### Pin placement

Drawn at 4 px/um. Pins as bars across the die edge, other pins in grey.
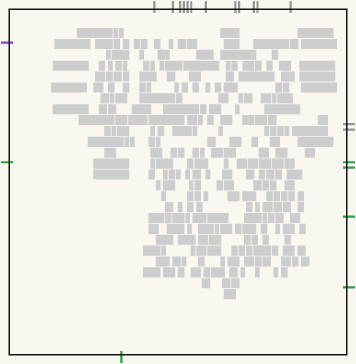
### Cells coloured by class

Drawn at 3 px/um.
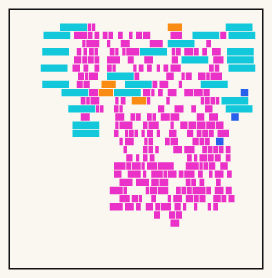
## config.mk

```make
export PLATFORM = sky130hd
export DESIGN_NAME = name_col_sequencer
export DESIGN_NICKNAME = d
export VERILOG_FILES = /design/src/rtl/name_col_sequencer.sv
export SDC_FILE = /design/constraint.sdc
export NUM_CORES = 1
export LEC_CHECK = 0
export ABC_CLOCK_PERIOD_IN_PS = 7500
export CORE_AREA = 2 2 82 84
export CTS_CLUSTER_DIAMETER = 100
export CTS_CLUSTER_SIZE = 28
export DETAILED_ROUTE_END_ITERATION = 8
export DIE_AREA = 0 0 84 86
export DONT_BUFFER_PORTS = 1
export HOLD_SLACK_MARGIN = 0.08
export SYNTH_ARGS = -nofsm -noshare
export SYNTH_HDL_FRONTEND = slang
export SYNTH_SLANG_ARGS = --single-unit
```

## constraint.sdc

```tcl
create_clock -name clk -period 7.5 [get_ports clk]
set_input_delay 2.25 -clock clk [delete_from_list [all_inputs] [get_ports clk]]
set_output_delay 2.25 -clock clk [all_outputs]
set_load 0.005 [all_outputs]
```

## src/rtl/name_col_sequencer.sv

```systemverilog
// Column sequencer: streams the "DASUKODA" glyph table one column at a time,
// holding each column for COL_TICKS clocks, with optional looping.
module name_col_sequencer #(
   parameter int unsigned COL_TICKS = 5,
   parameter int unsigned NUM_COLS  = 40
) (
   input  logic       clk,
   input  logic       rst_n,
   input  logic       start,
   input  logic       stop,
   input  logic       hold,
   input  logic       loop_en,
   output logic [5:0] a,
   output logic [5:0] col_idx,
   output logic       col_valid,
   output logic       busy,
   output logic       done
);

   localparam int unsigned CNT_W = 8;
   localparam int unsigned COL_W = 6;
   localparam int unsigned PAT_W = 6;

   localparam logic [CNT_W-1:0] LAST_TICK = CNT_W'(COL_TICKS - 1);
   localparam logic [COL_W-1:0] LAST_COL  = COL_W'(NUM_COLS - 1);

   typedef enum logic [1:0] {
      IDLE = 2'd0,
      RUN  = 2'd1,
      DONE = 2'd2
   } state_t;

   state_t             r_state;
   logic [CNT_W-1:0]   r_cnt;
   logic [COL_W-1:0]   r_col;
   logic [PAT_W-1:0]   r_a;
   logic               r_col_valid;
   logic               r_busy;
   logic               r_done;

   logic               w_last_tick;
   logic               w_last_col;
   logic [COL_W-1:0]   w_next_col;
   logic [PAT_W-1:0]   w_next_pat;
   logic [PAT_W-1:0]   w_first_pat;

   // Glyph ROM: four pattern columns per letter followed by a blank spacer.
   function automatic logic [PAT_W-1:0] glyph_col(input logic [COL_W-1:0] idx);
      case (idx)
         // D
         6'd0:  glyph_col = 6'h3F;
         6'd1:  glyph_col = 6'h21;
         6'd2:  glyph_col = 6'h21;
         6'd3:  glyph_col = 6'h1E;
         6'd4:  glyph_col = 6'h00;
         // A
         6'd5:  glyph_col = 6'h3F;
         6'd6:  glyph_col = 6'h09;
         6'd7:  glyph_col = 6'h09;
         6'd8:  glyph_col = 6'h3F;
         6'd9:  glyph_col = 6'h00;
         // S
         6'd10: glyph_col = 6'h37;
         6'd11: glyph_col = 6'h25;
         6'd12: glyph_col = 6'h25;
         6'd13: glyph_col = 6'h3D;
         6'd14: glyph_col = 6'h00;
         // U
         6'd15: glyph_col = 6'h3F;
         6'd16: glyph_col = 6'h20;
         6'd17: glyph_col = 6'h20;
         6'd18: glyph_col = 6'h3F;
         6'd19: glyph_col = 6'h00;
         // K
         6'd20: glyph_col = 6'h3F;
         6'd21: glyph_col = 6'h04;
         6'd22: glyph_col = 6'h0A;
         6'd23: glyph_col = 6'h31;
         6'd24: glyph_col = 6'h00;
         // O
         6'd25: glyph_col = 6'h3F;
         6'd26: glyph_col = 6'h21;
         6'd27: glyph_col = 6'h21;
         6'd28: glyph_col = 6'h3F;
         6'd29: glyph_col = 6'h00;
         // D
         6'd30: glyph_col = 6'h3F;
         6'd31: glyph_col = 6'h21;
         6'd32: glyph_col = 6'h21;
         6'd33: glyph_col = 6'h1E;
         6'd34: glyph_col = 6'h00;
         // A
         6'd35: glyph_col = 6'h3F;
         6'd36: glyph_col = 6'h09;
         6'd37: glyph_col = 6'h09;
         6'd38: glyph_col = 6'h3F;
         6'd39: glyph_col = 6'h00;
         default: glyph_col = 6'h00;
      endcase
   endfunction

   // Advance qualifiers and the pattern to load on the next column step.
   always_comb begin
      w_last_tick = (r_cnt == LAST_TICK);
      w_last_col  = (r_col == LAST_COL);
      w_next_col  = r_col + COL_W'(1);
      w_next_pat  = glyph_col(w_next_col);
      w_first_pat = glyph_col(COL_W'(0));
   end

   // Sequencer FSM with registered outputs; stop always wins, hold freezes RUN.
   always_ff @(posedge clk or negedge rst_n) begin
      if (!rst_n) begin
         r_state     <= IDLE;
         r_cnt       <= '0;
         r_col       <= '0;
         r_a         <= '0;
         r_col_valid <= 1'b0;
         r_busy      <= 1'b0;
         r_done      <= 1'b0;
      end else begin
         case (r_state)
            IDLE: begin
               r_done <= 1'b0;
               if (start && !stop) begin
                  r_state     <= RUN;
                  r_cnt       <= '0;
                  r_col       <= '0;
                  r_a         <= w_first_pat;
                  r_col_valid <= 1'b1;
                  r_busy      <= 1'b1;
               end
            end

            RUN: begin
               if (stop) begin
                  r_state     <= IDLE;
                  r_cnt       <= '0;
                  r_col       <= '0;
                  r_a         <= '0;
                  r_col_valid <= 1'b0;
                  r_busy      <= 1'b0;
                  r_done      <= 1'b0;
               end else if (!hold) begin
                  if (w_last_tick) begin
                     r_cnt <= '0;
                     if (!w_last_col) begin
                        r_col <= w_next_col;
                        r_a   <= w_next_pat;
                     end else if (loop_en) begin
                        r_col <= '0;
                        r_a   <= w_first_pat;
                     end else begin
                        r_state     <= DONE;
                        r_col       <= '0;
                        r_a         <= '0;
                        r_col_valid <= 1'b0;
                        r_busy      <= 1'b0;
                        r_done      <= 1'b1;
                     end
                  end else begin
                     r_cnt <= r_cnt + CNT_W'(1);
                  end
               end
            end

            DONE: begin
               r_state <= IDLE;
               r_done  <= 1'b0;
            end

            default: begin
               r_state     <= IDLE;
               r_cnt       <= '0;
               r_col       <= '0;
               r_a         <= '0;
               r_col_valid <= 1'b0;
               r_busy      <= 1'b0;
               r_done      <= 1'b0;
            end
         endcase
      end
   end

   assign a         = r_a;
   assign col_idx   = r_col;
   assign col_valid = r_col_valid;
   assign busy      = r_busy;
   assign done      = r_done;

endmodule

```

==> impl_metrics.csv <==
group,metric,value,unit
synth,ys_area,2150,sq um
final_layout,fillers,651,
cts,clock_latency,0.27,ns
synth,synth-edff-count,0,
synth,ys_top_logic_family,"AND-OR/OR-AND gates",
power,intPower,0.336,mW
worst_setup_path,ff2ff_setup_slack,3.94,ns
sta,slew_violations,0,
synth,top_cells_by_area,"dfrtp_1 28%, o21ai_0 7.2%, a21oi_1 6.0%, ha_1 5.8%, nand2_1 4.7%",
worst_setup_path,reg2reg_depth,6,
worst_setup_path,reg2reg_from,"col_idx[1]",
final_layout,largest_class,"logic gates",
route,postRouteAntennaNets,0,
synth,yosys_warnings,0,
power,p_clk_share,14.0,%
min_path,holdCritStartpoint,"r_cnt[6]",
cts,cts_tree,"built",
final_layout,utilization,35.7,%
synth,simple_gate_area_share,23.5,%
route,drt_iter0_drc,237,
power,pwr-share-seq,33.5,%
synth,ys_top_cells_by_count,"31 x o21ai_0, 27 x nand2_1, 26 x a21oi_1, 24 x dfrtp_1, 16 x nor2_1",
floorplan,dieArea,7220,sq um
final_layout,antenna_cells,0,
synth,fp_nets,289,
sta,holdWs,0.517,ns
sta,worst_slew_pin_slew,0.854,ns
placed_design,port_buffers,0,
sta,setup_tns,0,ns
sta,slew_headroom,42.9,%
cts,numClockSinks,24,
worst_setup_path,critPathKind,"in -> reg",
outcome,status,"finished, final reports clean",
final_layout,drive_gt1_share,6.13,%
synth,top_area_share,27.9,%
synth,synth_area,2150,sq um
worst_setup_path,endpoint,"a[1]",
floorplan,coreArea,6280,sq um
global_route,grt_pass1_wl,9380,um
power,comb_power,0.327,mW
sta,setup_viol_count_final,0,
final_layout,largest_reg_flops,8,
route,via_count,1990,
cts,cts.htree.levels,1,
synth,yosysTopAreaCell,"dfrtp_1",
About 'Pin placement':
| colour | port | pins | direction | edge |
|---|---|---|---|---|
| green | col_idx | 6 | output | 4 right, 1 bottom, 1 left |
| purple | clk | 1 | input | left |
all pins by edge: 12 top, 6 right, 2 left, 1 bottom

About 'Cells coloured by class':
| colour | class | cells |
|---|---|---|
| orange | clock drivers and dummy loads | 4 |
| magenta | combinational and other logic | 230 |
| blue | remaining buffers and delay cells | 3 |
| cyan | sequential cells | 24 |

## cells in the final DEF, fill, tap and decap left out, types with 5 or more instances in the layout
cell	n
xor2_1	5
ha_1	10
dfrtp_1	24
xnor2_1	7
nand2b_1	9
nand3_1	12
nand2_1	27
o21ai_0	31
a21oi_1	26
nor2_1	16
inv_1	9
o31ai_1	6
## per-layer routing
layer | global-route usage, % | wire [um] | vias up
li1 | - | - | 983
met1 | 22.0 | 2540 | 935
met2 | 24.7 | 2590 | 61
met3 | 3.46 | 315 | 11
met4 | 4.84 | 82 | 0
met5 | 0 | 0 | -
## worst max-delay path, stage by stage
cell and delay (ns):
nor3b_2 0.51, a21oi_1 0.27, nand2_1 0.40, a2111oi_0 0.13, a221o_1 0.33
Power figures rest on the tool's default switching activity, not on a simulated workload.
